<file path="config.mk">
export PLATFORM = sky130hd
export DESIGN_NAME = jp_scanner
export DESIGN_NICKNAME = d
export VERILOG_FILES = /design/src/rtl/jp_scanner_pkg.sv /design/src/rtl/jp_shift_ch.sv /design/src/rtl/jp_scanner.sv
export SDC_FILE = /design/constraint.sdc
export NUM_CORES = 1
export LEC_CHECK = 0
export CAP_MARGIN = 40
export CORE_UTILIZATION = 55
export CTS_BUF_LIST = sky130_fd_sc_hd__clkbuf_4
export DETAILED_ROUTE_END_ITERATION = 10
export PLACE_DENSITY = 0.76
export REMOVE_ABC_BUFFERS = 1
export SYNTH_ARGS = -nofsm -noshare
export SYNTH_HDL_FRONTEND = slang
export SYNTH_SLANG_ARGS = --single-unit
</file>
<file path="constraint.sdc">
create_clock -name clk_25 -period 3.1 [get_ports clk_25]
set_input_delay 0.62 -clock clk_25 [delete_from_list [all_inputs] [get_ports clk_25]]
set_output_delay 0.62 -clock clk_25 [all_outputs]
set_load 0.03 [all_outputs]
</file>
<file path="src/rtl/jp_scanner_pkg.sv">
// Shared types and constants for the NES-style joypad scanner.
// Imported by jp_scanner and jp_shift_ch.
package jp_scanner_pkg;

    typedef enum logic [2:0] {
        ST_IDLE   = 3'd0,
        ST_LATCH  = 3'd1,
        ST_CLK_LO = 3'd2,
        ST_CLK_HI = 3'd3,
        ST_DONE   = 3'd4
    } jp_state_e;

    // Pads pull the data line low for a pressed button; bit 0 (A) is shifted out first.
    localparam logic JP_PRESSED_LEVEL  = 1'b0;
    localparam logic JP_RELEASED_LEVEL = 1'b1;

    function automatic int unsigned jp_cnt_w(input int unsigned limit);
        if (limit > 32'd1) begin
            return $clog2(limit);
        end else begin
            return 32'd1;
        end
    endfunction

endpackage

</file>
<file path="src/rtl/jp_shift_ch.sv">
// One joypad channel: 2-flop input synchroniser, serial-to-parallel shift register and
// button register. Defining JP_FILTER_EN adds a two-scan agreement filter.
module jp_shift_ch
    import jp_scanner_pkg::*;
#(
    parameter int unsigned BITS = 8
) (
    input  logic            clk_25,
    input  logic            rst,
    input  logic            data_in,
    input  logic            sample_en,
    input  logic            update_en,
    output logic [BITS-1:0] buttons_out
);

    logic            sync1_q;
    logic            sync2_q;
    logic [BITS-1:0] sr_q;
    logic [BITS-1:0] sr_d;
    logic [BITS:0]   sr_cat_s;
    logic [BITS-1:0] btn_q;
    logic [BITS-1:0] btn_d;
`ifdef JP_FILTER_EN
    logic [BITS-1:0] prev_q;
    logic [BITS-1:0] prev_d;
`endif

    // New bit enters at the top so the first-sampled bit ends up at index 0.
    assign sr_cat_s = {(sync2_q == JP_PRESSED_LEVEL), sr_q};

    // Shift, update and filter decisions.
    always_comb begin
        sr_d  = sr_q;
        btn_d = btn_q;
`ifdef JP_FILTER_EN
        prev_d = prev_q;
`endif
        if (sample_en) begin
            sr_d = sr_cat_s[BITS:1];
        end else begin
            sr_d = sr_q;
        end
        if (update_en) begin
`ifdef JP_FILTER_EN
            prev_d = sr_d;
            if (sr_d == prev_q) begin
                btn_d = sr_d;
            end else begin
                btn_d = btn_q;
            end
`else
            btn_d = sr_d;
`endif
        end else begin
            btn_d = btn_q;
        end
    end

    // Channel state registers.
    always_ff @(posedge clk_25 or posedge rst) begin
        if (rst) begin
            sync1_q <= JP_RELEASED_LEVEL;
            sync2_q <= JP_RELEASED_LEVEL;
            sr_q    <= {BITS{1'b0}};
            btn_q   <= {BITS{1'b0}};
`ifdef JP_FILTER_EN
            prev_q  <= {BITS{1'b0}};
`endif
        end else begin
            sync1_q <= data_in;
            sync2_q <= sync1_q;
            sr_q    <= sr_d;
            btn_q   <= btn_d;
`ifdef JP_FILTER_EN
            prev_q  <= prev_d;
`endif
        end
    end

    assign buttons_out = btn_q;

endmodule

</file>
<file path="src/rtl/jp_scanner.sv">
// NES-style serial joypad scanner: shared latch, per-channel clocks, periodic or requested scans.
// Optional JP_FILTER_EN makes each channel update only when two consecutive scans agree.
module jp_scanner
    import jp_scanner_pkg::*;
#(
    parameter int unsigned CHANNELS    = 2,
    parameter int unsigned BITS        = 8,
    parameter int unsigned CLK_DIV     = 150,
    parameter int unsigned SCAN_PERIOD = 416667
) (
    input  logic                     clk_25,
    input  logic                     rst,
    input  logic                     scan_req,
    input  logic [CHANNELS-1:0]      jp_data_in,
    output logic                     jp_latch_out,
    output logic [CHANNELS-1:0]      jp_clk_out,
    output logic [CHANNELS*BITS-1:0] buttons_out,
    output logic                     valid_out,
    output logic                     busy_out
);

    localparam int unsigned PW = jp_cnt_w(2 * CLK_DIV);
    localparam int unsigned BW = jp_cnt_w(BITS);
    localparam logic [PW-1:0] LATCH_LAST = PW'(2 * CLK_DIV - 1);
    localparam logic [PW-1:0] HALF_LAST  = PW'(CLK_DIV - 1);
    localparam logic [BW-1:0] BIT_LAST   = BW'(BITS - 1);

    jp_state_e             state_q, state_d;
    logic [PW-1:0]         phase_q, phase_d;
    logic [BW-1:0]         bit_q, bit_d;
    logic                  latch_q, latch_d;
    logic [CHANNELS-1:0]   clk_q, clk_d;
    logic                  valid_q, valid_d;
    logic                  busy_q, busy_d;
    logic                  timer_fire_s;
    logic                  start_s;
    logic                  sample_s;
    logic                  update_s;

    // Free-running period timer; a period of 0 disables automatic scans.
    if (SCAN_PERIOD > 0) begin : g_timer
        localparam int unsigned TW = jp_cnt_w(SCAN_PERIOD);
        localparam logic [TW-1:0] TMR_LAST = TW'(SCAN_PERIOD - 1);
        logic [TW-1:0] tmr_q, tmr_d;

        always_comb begin
            if (tmr_q == TMR_LAST) begin
                tmr_d = {TW{1'b0}};
            end else begin
                tmr_d = tmr_q + 1'b1;
            end
        end

        always_ff @(posedge clk_25 or posedge rst) begin
            if (rst) begin
                tmr_q <= {TW{1'b0}};
            end else begin
                tmr_q <= tmr_d;
            end
        end

        assign timer_fire_s = (tmr_q == TMR_LAST);
    end else begin : g_no_timer
        assign timer_fire_s = 1'b0;
    end

    // Requests only matter in IDLE, so anything arriving mid-scan is dropped.
    assign start_s = scan_req | timer_fire_s;

    // Scan sequencer: next state, phase/bit counters and sample strobes.
    always_comb begin
        state_d  = state_q;
        phase_d  = phase_q;
        bit_d    = bit_q;
        sample_s = 1'b0;
        case (state_q)
            ST_IDLE: begin
                if (start_s) begin
                    state_d = ST_LATCH;
                    phase_d = {PW{1'b0}};
                    bit_d   = BW'(1);
                end else begin
                    state_d = ST_IDLE;
                end
            end
            ST_LATCH: begin
                if (phase_q == LATCH_LAST) begin
                    sample_s = 1'b1;
                    phase_d  = {PW{1'b0}};
                    if (BITS == 1) begin
                        state_d = ST_DONE;
                    end else begin
                        state_d = ST_CLK_LO;
                    end
                end else begin
                    phase_d = phase_q + 1'b1;
                end
            end
            ST_CLK_LO: begin
                if (phase_q == HALF_LAST) begin
                    phase_d = {PW{1'b0}};
                    state_d = ST_CLK_HI;
                end else begin
                    phase_d = phase_q + 1'b1;
                end
            end
            ST_CLK_HI: begin
                if (phase_q == HALF_LAST) begin
                    sample_s = 1'b1;
                    phase_d  = {PW{1'b0}};
                    if (bit_q == BIT_LAST) begin
                        state_d = ST_DONE;
                    end else begin
                        bit_d   = bit_q + 1'b1;
                        state_d = ST_CLK_LO;
                    end
                end else begin
                    phase_d = phase_q + 1'b1;
                end
            end
            ST_DONE: begin
                state_d = ST_IDLE;
            end
            default: begin
                state_d = ST_IDLE;
            end
        endcase
    end

    // Outputs are registered from the next state so they line up with state_q.
    always_comb begin
        latch_d  = (state_d == ST_LATCH);
        clk_d    = (state_d == ST_CLK_LO) ? {CHANNELS{1'b0}} : {CHANNELS{1'b1}};
        valid_d  = (state_d == ST_DONE);
        busy_d   = (state_d != ST_IDLE);
        update_s = (state_d == ST_DONE);
    end

    // Sequencer and output registers.
    always_ff @(posedge clk_25 or posedge rst) begin
        if (rst) begin
            state_q <= ST_IDLE;
            phase_q <= {PW{1'b0}};
            bit_q   <= {BW{1'b0}};
            latch_q <= 1'b0;
            clk_q   <= {CHANNELS{1'b1}};
            valid_q <= 1'b0;
            busy_q  <= 1'b0;
        end else begin
            state_q <= state_d;
            phase_q <= phase_d;
            bit_q   <= bit_d;
            latch_q <= latch_d;
            clk_q   <= clk_d;
            valid_q <= valid_d;
            busy_q  <= busy_d;
        end
    end

    for (genvar c = 0; c < CHANNELS; c++) begin : g_ch
        jp_shift_ch #(
            .BITS (BITS)
        ) u_ch (
            .clk_25      (clk_25),
            .rst         (rst),
            .data_in     (jp_data_in[c]),
            .sample_en   (sample_s),
            .update_en   (update_s),
            .buttons_out (buttons_out[c*BITS +: BITS])
        );
    end

    assign jp_latch_out = latch_q;
    assign jp_clk_out   = clk_q;
    assign valid_out    = valid_q;
    assign busy_out     = busy_q;

endmodule

</file>
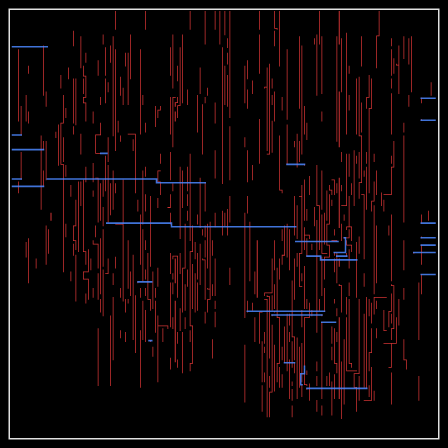
*Routed metal, one color a layer*
Only two layers are drawn.
Red marks met2, wire length 2,730 um. Blue marks met3, wire length 180 um.
Routed Wire Length: 5700 um
via count: 2,231

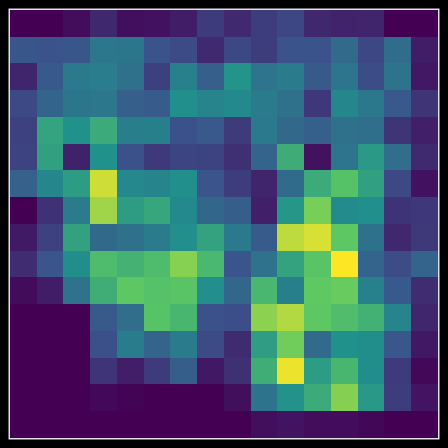
*Wire density map*
The die is cut into 16 by 16 equal tiles; dark purple is low, yellow is high, scaled to the fullest tile. Values are wire area over tile area, all layers added.
The emptiest ninth of the die: bottom left. The fullest tile reaches 0.44. 13% of the tiles are nearly empty. 22% of the tiles are over half the peak. The mean over all tiles is 0.14.
overall routing resource usage: 0.202
post-DR wirelength/cell: 14.5 um

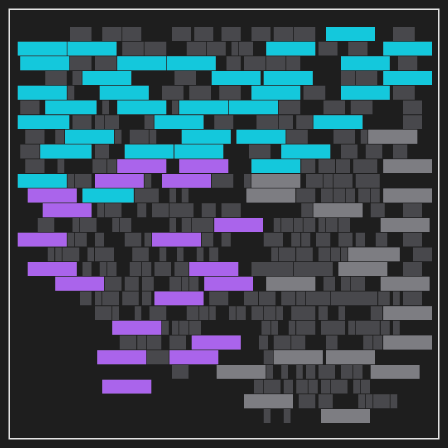
*Hierarchy map of the flops*
Other sequential cells in the stronger gray, the rest of the logic in the fainter gray.
Purple marks g_timer, placed flops 19. Cyan marks g_ch, placed flops 34, where a horizontal strip, top.
Another 19 sequential cells are not colored.
Die Footprint: 6280 sq um
utilization after layout: 0.661

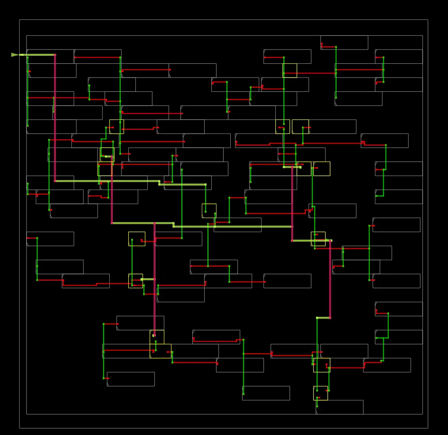
*Clock wiring as the flow saved it*
CTS Buf Count: 9
Insertion Delay late pin: 0.42 ns

==> results_slide.txt <==
Physical Implementation Snapshot

STA
  – RSZ-0062 raised after global routing: no
  – Crit path setup slack, layout: 0.848 ns
  – Rel. slew slack: 0.516
  – Setup TNS: 0 ns

Critical path
  – Crit path largest cell delay: between 0.6 and 0.7 ns
  – Reg2Reg Depth: 6
  – RR Startpoint: g_timer.tmr_q[0]
  – CP Cell Sequence: clkdlybuf4s50_1

Placement
  – Area post-placement: ~3600 sq um
  – Placed cell count: between 300 and 400
  – PortBufs: 25

Cells and area
  – Fillcell total: approximately 430
  – ANT cells: 0
  – Area grow syn2layout: 13.6%
  – Max FFs per register: 19

Worst hold path
  – Hold path endpoint: g_ch[1].u_ch.sync2_q

Drt
  – Antenna Nets Post-Route: 0
  – Post-route DRC: 0

Synthesis
  – Synth cell count leaders: dfrtp_1, mux2_2, nor2_1, inv_1, o21ai_0
  – Compound Share, Synth: 0.0957
  – Adder share: 0.0229
  – Syn_area_per_cell: between 10 and 15 sq um
  – Primary FF master, synth: dfrtp_1

Clock network
  – Longest Clk Path Bufs: 2

Outcome
  – Status: finished, final reports clean

Floorplan
  – Die span in x: between 70 and 80 um

Flow run
  – # Max-Cap Violations: 0

Power
  – Biggest consumer: sequential cells
per-layer routing:
layer / up-vias / part of all wire / track usage
met5: - / 0 / 0
met4: 0 / 0.015 / 0.0964
met3: 12 / 0.032 / 0.0379
met2: 37 / 0.48 / 0.317
met1: 1107 / 0.47 / 0.268
li1: 1075 / - / -
final cells by class:
type	instances	area, sq um	share of cell area
clock buffer	9	67.6	0.0181
clock inverter	7	61.3	0.0164
inverter	19	71.3	0.0191
multi-input combinational	184	1340	0.360
sequential	72	1810	0.485
tap	72	90.1	0.0242
timing repair buffer	30	288	0.0772
Power and IR drop assume default switching activity.
